**config.mk**
```make
export PLATFORM = sky130hd
export DESIGN_NAME = uart_param_core
export DESIGN_NICKNAME = d
export VERILOG_FILES = /design/src/rtl/uart_pkg.sv /design/src/rtl/uart_rx.sv /design/src/rtl/uart_param_core.sv
export SDC_FILE = /design/constraint.sdc
export NUM_CORES = 1
export LEC_CHECK = 0
export CAP_MARGIN = 10
export CORE_AREA = 2 2 54 93
export DETAILED_ROUTE_END_ITERATION = 10
export DIE_AREA = 0 0 56 95
export PLACE_DENSITY = 0.88
export SYNTH_ARGS = -nofsm -noshare
export SYNTH_HDL_FRONTEND = slang
export SYNTH_HIERARCHICAL = 1
export SYNTH_SLANG_ARGS = --single-unit
```
**constraint.sdc**
```tcl
create_clock -name clk -period 2.86 [get_ports clk]
set_input_delay 0.286 -clock clk [delete_from_list [all_inputs] [get_ports clk]]
set_output_delay 0.286 -clock clk [all_outputs]
set_load 0.01 [all_outputs]
```
**src/rtl/uart_pkg.sv**
```systemverilog
// Shared definitions for the parameterised UART core: parity modes, FSM
// state encodings and the oversample-counter width helper.
package uart_pkg;

    localparam int PARITY_NONE = 0;
    localparam int PARITY_ODD  = 1;
    localparam int PARITY_EVEN = 2;

    typedef enum logic [2:0] {
        TX_IDLE,
        TX_START,
        TX_DATA,
        TX_PARITY,
        TX_STOP
    } tx_state_t;

    typedef enum logic [2:0] {
        RX_IDLE,
        RX_START,
        RX_DATA,
        RX_PARITY,
        RX_STOP
    } rx_state_t;

    // Width of a counter that must hold 0 .. ovs-1.
    function automatic int ovs_cnt_w(input int ovs);
        return (ovs <= 2) ? 1 : $clog2(ovs);
    endfunction

endpackage

```
**src/rtl/uart_rx.sv**
```systemverilog
// UART receive path: 2-flop line synchroniser plus an oversampling RX FSM
// that samples every bit at mid-bit and reports data and error flags.
module uart_rx
    import uart_pkg::*;
#(
    parameter int DATA_W      = 8,
    parameter int PARITY_MODE = 0,
    parameter int OVS         = 16
) (
    input  logic              clk,
    input  logic              rst_n,
    input  logic              tick,
    input  logic              rx_in,
    output logic [DATA_W-1:0] data,
    output logic              valid,
    output logic              parity_err,
    output logic              frame_err
);

    localparam int            CW        = ovs_cnt_w(OVS);
    localparam logic [CW-1:0] HALF_LAST = CW'(OVS / 2 - 1);
    localparam logic [CW-1:0] FULL_LAST = CW'(OVS - 1);

    logic              sync1, sync2;
    rx_state_t         state, state_n;
    logic [CW-1:0]     cnt, cnt_n;
    logic [3:0]        bit_cnt, bit_cnt_n;
    logic [DATA_W-1:0] shreg, shreg_n;
    logic              par_bad, par_bad_n;
    logic [DATA_W-1:0] data_n;
    logic              valid_n, perr_n, ferr_n;

    always_ff @(posedge clk or negedge rst_n) begin
        if (!rst_n) begin
            sync1      <= 1'b1;
            sync2      <= 1'b1;
            state      <= RX_IDLE;
            cnt        <= '0;
            bit_cnt    <= '0;
            shreg      <= '0;
            par_bad    <= 1'b0;
            data       <= '0;
            valid      <= 1'b0;
            parity_err <= 1'b0;
            frame_err  <= 1'b0;
        end else begin
            sync1      <= rx_in;
            sync2      <= sync1;
            state      <= state_n;
            cnt        <= cnt_n;
            bit_cnt    <= bit_cnt_n;
            shreg      <= shreg_n;
            par_bad    <= par_bad_n;
            data       <= data_n;
            valid      <= valid_n;
            parity_err <= perr_n;
            frame_err  <= ferr_n;
        end
    end

    always_comb begin
        state_n   = state;
        cnt_n     = cnt;
        bit_cnt_n = bit_cnt;
        shreg_n   = shreg;
        par_bad_n = par_bad;
        data_n    = data;
        valid_n   = 1'b0;
        perr_n    = parity_err;
        ferr_n    = frame_err;
        if (tick) begin
            case (state)
                RX_IDLE: begin
                    if (!sync2) begin
                        state_n = RX_START;
                        cnt_n   = '0;
                    end
                end
                RX_START: begin
                    if (cnt == HALF_LAST) begin
                        // Line back high at mid start bit means it was a glitch.
                        cnt_n     = '0;
                        bit_cnt_n = '0;
                        state_n   = sync2 ? RX_IDLE : RX_DATA;
                    end else begin
                        cnt_n = cnt + 1'b1;
                    end
                end
                RX_DATA: begin
                    if (cnt == FULL_LAST) begin
                        cnt_n   = '0;
                        shreg_n = {sync2, shreg[DATA_W-1:1]};
                        if (bit_cnt == 4'(DATA_W - 1))
                            state_n = (PARITY_MODE == PARITY_NONE) ? RX_STOP : RX_PARITY;
                        else
                            bit_cnt_n = bit_cnt + 4'd1;
                    end else begin
                        cnt_n = cnt + 1'b1;
                    end
                end
                RX_PARITY: begin
                    if (cnt == FULL_LAST) begin
                        cnt_n     = '0;
                        par_bad_n = (^shreg) ^ sync2 ^ (PARITY_MODE == PARITY_ODD);
                        state_n   = RX_STOP;
                    end else begin
                        cnt_n = cnt + 1'b1;
                    end
                end
                RX_STOP: begin
                    if (cnt == FULL_LAST) begin
                        cnt_n   = '0;
                        state_n = RX_IDLE;
                        valid_n = 1'b1;
                        data_n  = shreg;
                        perr_n  = (PARITY_MODE != PARITY_NONE) && par_bad;
                        ferr_n  = !sync2;
                    end else begin
                        cnt_n = cnt + 1'b1;
                    end
                end
                default: state_n = RX_IDLE;
            endcase
        end
    end

endmodule

```
**src/rtl/uart_param_core.sv**
```systemverilog
// Parameterised UART core: inline TX frame generator sharing the oversample
// tick with an independent uart_rx receive path.
module uart_param_core
    import uart_pkg::*;
#(
    parameter int DATA_W      = 8,
    parameter int PARITY_MODE = 0,
    parameter int STOP_BITS   = 1,
    parameter int OVS         = 16
) (
    input  logic              clk,
    input  logic              rst_n,
    input  logic              tx_rx_enable,
    input  logic              tx_rx_start,
    input  logic [DATA_W-1:0] tx_data,
    output logic              tx_out,
    output logic              busy,
    input  logic              rx_in,
    output logic [DATA_W-1:0] rx_received_data,
    output logic              valid,
    output logic              parity_err,
    output logic              frame_err
);

    localparam int            CW        = ovs_cnt_w(OVS);
    localparam logic [CW-1:0] TICK_LAST = CW'(OVS - 1);

    tx_state_t         state, state_n;
    logic [CW-1:0]     tick_cnt, tick_cnt_n;
    logic [3:0]        bit_cnt, bit_cnt_n;
    logic [DATA_W-1:0] shreg, shreg_n;
    logic              par_bit, par_bit_n;
    logic              bit_done;

    assign bit_done = tx_rx_enable && (tick_cnt == TICK_LAST);
    assign busy     = (state != TX_IDLE);

    always_ff @(posedge clk or negedge rst_n) begin
        if (!rst_n) begin
            state    <= TX_IDLE;
            tick_cnt <= '0;
            bit_cnt  <= '0;
            shreg    <= '0;
            par_bit  <= 1'b0;
        end else begin
            state    <= state_n;
            tick_cnt <= tick_cnt_n;
            bit_cnt  <= bit_cnt_n;
            shreg    <= shreg_n;
            par_bit  <= par_bit_n;
        end
    end

    always_comb begin
        state_n    = state;
        tick_cnt_n = tick_cnt;
        bit_cnt_n  = bit_cnt;
        shreg_n    = shreg;
        par_bit_n  = par_bit;
        if (state != TX_IDLE && tx_rx_enable)
            tick_cnt_n = bit_done ? '0 : tick_cnt + 1'b1;
        case (state)
            TX_IDLE: begin
                if (tx_rx_start) begin
                    state_n    = TX_START;
                    shreg_n    = tx_data;
                    tick_cnt_n = '0;
                    bit_cnt_n  = '0;
                    par_bit_n  = (PARITY_MODE == PARITY_ODD) ? ~^tx_data : ^tx_data;
                end
            end
            TX_START: if (bit_done) state_n = TX_DATA;
            TX_DATA: begin
                if (bit_done) begin
                    shreg_n = shreg >> 1;
                    if (bit_cnt == 4'(DATA_W - 1)) begin
                        bit_cnt_n = '0;
                        state_n   = (PARITY_MODE == PARITY_NONE) ? TX_STOP : TX_PARITY;
                    end else begin
                        bit_cnt_n = bit_cnt + 4'd1;
                    end
                end
            end
            TX_PARITY: if (bit_done) state_n = TX_STOP;
            TX_STOP: begin
                if (bit_done) begin
                    if (bit_cnt == 4'(STOP_BITS - 1))
                        state_n = TX_IDLE;
                    else
                        bit_cnt_n = bit_cnt + 4'd1;
                end
            end
            default: state_n = TX_IDLE;
        endcase
    end

    // Line level is decoded straight from registered state, so reset drives it high at once.
    always_comb begin
        tx_out = 1'b1;
        case (state)
            TX_START:  tx_out = 1'b0;
            TX_DATA:   tx_out = shreg[0];
            TX_PARITY: tx_out = par_bit;
            default:   ;
        endcase
    end

    uart_rx #(
        .DATA_W      (DATA_W),
        .PARITY_MODE (PARITY_MODE),
        .OVS         (OVS)
    ) u_rx (
        .clk        (clk),
        .rst_n      (rst_n),
        .tick       (tx_rx_enable),
        .rx_in      (rx_in),
        .data       (rx_received_data),
        .valid      (valid),
        .parity_err (parity_err),
        .frame_err  (frame_err)
    );

endmodule

```
### Local utilization

The die is cut into 6 by 10 equal tiles; black is low, pale yellow is high, 0 to 100% covered.
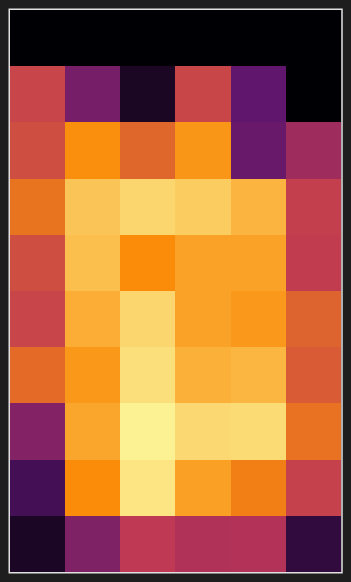
38% of the tiles are over 75% full. The mean over all tiles is 56%. The emptiest ninth of the die: north-east. The densest ninth of the die: centre.
CORE AREA: 4624 um2
fin util: 0.6631

### Routed metal, one colour a layer

Scale bar: 20 um. Only two layers are drawn.
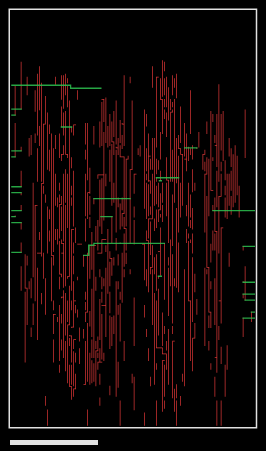
Key: red = metal 2 [wire length 2830 um]; green = metal 3 [wire length 103 um]
wire per inst: 15.68 um
Total GRT Usage: 0.2088
drt total wl: 4.970 mm
Vias: 1927

==> out/results.tsv <==
stage	metric	value	unit
run	number of max-cap violations	0	
synth	Netlist Area Pre-Place	2693	um2
sta	final hold slack	0.3602	ns
synth	# Cells Yosys	239	
route	DRT iter0 DRCs	44	
placed_design	placed cell area	2942	um2
clock_network	# clock sinks	51	
power_and_ir_drop	Comb power frac	0.323	
setup_path	CP Launch Type	register	
sta	fmax	0.4443	GHz
route	Pre-antenna DRT Iters	4	
synth	leading post-synthesis cells by instance count	dfrtp_1 (49), nand2_1 (19), mux2_1 (18)	
route	Vias per Instance	6.079	
clock_network	H-tree Lvls	2	
sta	Least-Margin Pin Slew	0.5436	ns
synth	cell taking the most area after synthesis	dfrtp_1	
setup_path	internal reg-to-reg setup slack	0.94	ns
clock_network	post_cts resized	0	
setup_path	Crit path required time	2.57	ns
grt	vias in the first global route	1924	
synth	Post-synth EDFFs	0	
sta	skew final	0.01000	ns
route	drt drc	0	
cells_and_area	layout cells sized above 1	0.1321	
sta	Fin. Hold Viols	0	
synth	Mapped Cells	239	
power_and_ir_drop	Sw Share	0.3734	
grt	global-route wire length before repair	8.694	mm
synth	Synth cell types	64	
clock_network	Clock Latency Late Sink	0.31	ns
die	die area	5320	um2
clock_network	CTS tree	yes	
placed_design	Final GP Congestion	0.8132	
synth	Warnings, synthesis	6	
cells_and_area	# diodes	0	
min_path	type of the worst min-delay path	reg2reg	
sta	cycle use final	0.7870	
sta	TNS Setup	0	ns
sta	Slew Limit Fails	0	
synth	Mapped Nets	257	
synth	most common cell in the synthesized netlist	dfrtp_1	
setup_path	CP Max Fanout	15	
cells_and_area	Final Cell Area	3067	um2
placed_design	IO Port Bufs	24	
power_and_ir_drop	total power	2.270	mW
power_and_ir_drop	Peak VDD IR	528.6	uV
setup_path	crit path capture type	output pin	
placed_design	Placement Setup Slack	0.6473	ns
synth	asr flop ratio synth	1.000	
power_and_ir_drop	PwrDens	740.2	nW/um2
clock_network	CTS buffer count	5	
power_and_ir_drop	sequential power share	0.485	
synth	YS chip area	2693	um2
synth	biggest area cells	dfrtp_1 (46%), mux2_1 (7.5%), mux2i_1 (3.3%), nand2_1 (2.6%), o21ai_1 (2.4%)	
cells_and_area	fill count	341	
sta	fin worst setup slack	0.6091	ns
power_and_ir_drop	Int Pwr	1.422	mW
grt	GR Overflow Total	0	
synth	Synth Seq Share	0.4749	
power_and_ir_drop	Lkg Pwr	1.355	nW
clock_network	Clk pin slew, worst setup/hold paths	0.10	ns
sta	Tmin final	2.251	ns
outcome	status	complete, no violations	
sta	Slew Limit Headroom	0.6346	
clock_network	CTS max path bufs	2	
die	die y size	95	um
clock_network	CTS Root Cell	clkbuf_8	
grt	largest net degree at the start of global routing	52	
run	tool warning count	27	
setup_path	critical setup path kind	reg2out	
sta	RSZ-0062 raised after global routing	false	
placed_design	detailed placement HPWL	3.563	mm
synth	ys flop type	dfrtp_1	
setup_path	worst path arrival time	1.96	ns
grt	initial antenna violation count	0	
synth	syn_area_per_cell	11.27	um2
die	Die W	56	um
synth	Max-area cell share	0.4554	
power_and_ir_drop	clock share of power	0.193	
route	Antenna Nets Post-Route	0	
sta	# setup viols final	0	
synth	register bit count reported by yosys	51	
die	Init Core Util	0.5823	
die	number of core rows	33	
cells_and_area	nets@finish	282	
power_and_ir_drop	Net Switching	0.8476	mW
cells_and_area	P&R area growth vs syn	13.89	%
die	# IOs	26	
### Where the registers sit

Scale bar: 20 um.
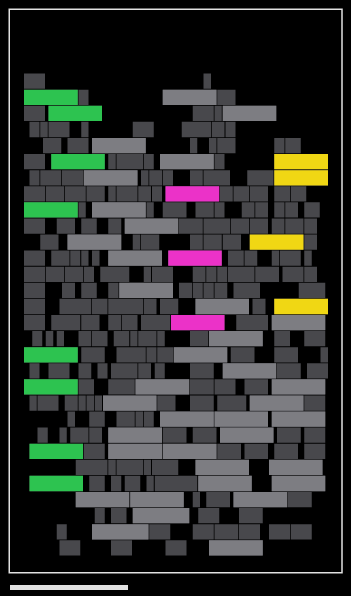
Key: yellow = u_rx/bit_cnt [placed flops 4]; green = shreg [placed flops 8]; magenta = u_rx/state [placed flops 3]
Another 36 sequential cells are not coloured.
Power Sequential: 1.10 mW
Flop area: 1279 um2
fraction of area in registers: 0.4170

==> power groups by stage <==
stage | clock network [mW] | registers [mW] | logic (mW)
finish | 0.437 | 1.10 | 0.733
global route | 0.480 | 1.13 | 0.818
detailed placement | 0 | 1.11 | 0.730
global placement | 0 | 1.10 | 0.695
floorplan | 0 | 0.995 | 0.665
CTS | 0.450 | 1.10 | 0.736
==> worst max-delay path, cell delays in order (launching register included) <==
cell and delay (ns):
dfrtp_1 0.57, nor3b_1 0.32, a21oi_1 0.06, or2_1 0.23
clkdlybuf4s50_1 0.48
==> logic make-up (layout without fill, tap and decap cells) <==
kind of cell	after synthesis	count (layout)	synth area share
multiplexers	28	28	0.1129
XOR/XNOR	8	8	0.02602
buffers and inverters	16	42	0.03578
other	1	1	0.001393
adder cells (fa/ha/maj)	5	5	0.02323
flip-flops	51	51	0.4749
AND-OR/OR-AND	54	54	0.1482
AND/OR/NAND/NOR	76	76	0.1775
==> registers in the layout, summed over array words and instances, names as in the netlist, 4 cells and up <==
signal and count:
tick_cnt 4, u_rx/data 8, bit_cnt 4, shreg 8
u_rx/shreg 8, u_rx/cnt 4, u_rx/bit_cnt 4
==> what timing repair did <==
| item | in CTS | in global routing |
|---|---|---|
| hold buffers | 0 | 1 |
| buffers inserted | 0 | 0 |
| hold endpoints to repair | 0 | 11 |
==> metal layers <==
| metal | track usage | up-vias | share of wire |
|---|---|---|---|
| li1 | - | 929 | - |
| met2 | 0.3882 | 32 | 0.57 |
| met1 | 0.2348 | 962 | 0.40 |
| met5 | 0 | - | 0 |
| met3 | 0.03014 | 4 | 0.021 |
| met4 | 0.08730 | 0 | 0.010 |
==> final timing paths <==
check,from,end,depth (start not counted)
max,state[0]$_DFFE_PN0P_,tx_out,4
min reg2reg,u_rx/sync1$_DFF_PN1_,u_rx/sync2$_DFF_PN1_,0
max reg2reg,u_rx/cnt[0]$_DFFE_PN0P_,u_rx/data[7]$_DFFE_PN0P_,5
max in group asynchronous,rst_n,u_rx/bit_cnt[2]$_DFFE_PN0P_,3
min,u_rx/sync1$_DFF_PN1_,u_rx/sync2$_DFF_PN1_,0
min in group asynchronous,rst_n,u_rx/data[5]$_DFFE_PN0P_,2
==> final cells by class <==
class | count | area [um2] | share of cell area
Multi-Input combinational cell | 172 | 1318 | 0.4296
Sequential cell | 51 | 1279 | 0.4170
Timing Repair Buffer | 30 | 295.3 | 0.09629
Clock buffer | 5 | 68.82 | 0.02244
Tap cell | 52 | 65.06 | 0.02122
Clock inverter | 3 | 26.28 | 0.008568
Inverter | 4 | 15.01 | 0.004896
==> cell usage in the layout (no fill, tap or decap), drive strengths merged, types with 3 or more instances in the layout <==
cell	count
a32o	3
ha	5
nor2b	3
a21oi	9
clkbuf	5
nand4	5
nand2	19
dfrtp	49
mux2i	9
xnor2	7
buf	6
a31oi	4
nor3b	4
nor4b	4
clkdlybuf4s50	23
mux2	19
o31ai	3
nor2	10
or3	4
nand2b	5
inv	6
nand3	3
o211ai	5
o21ai	16
==> through the flow <==
step,util,std cells
detailed placement,0.6361,307
CTS,0.6567,315
global placement,0.6361,307
floorplan,-,239
finish,0.6631,317
global route,0.6631,317
Power is estimated from default activity; no workload was simulated.
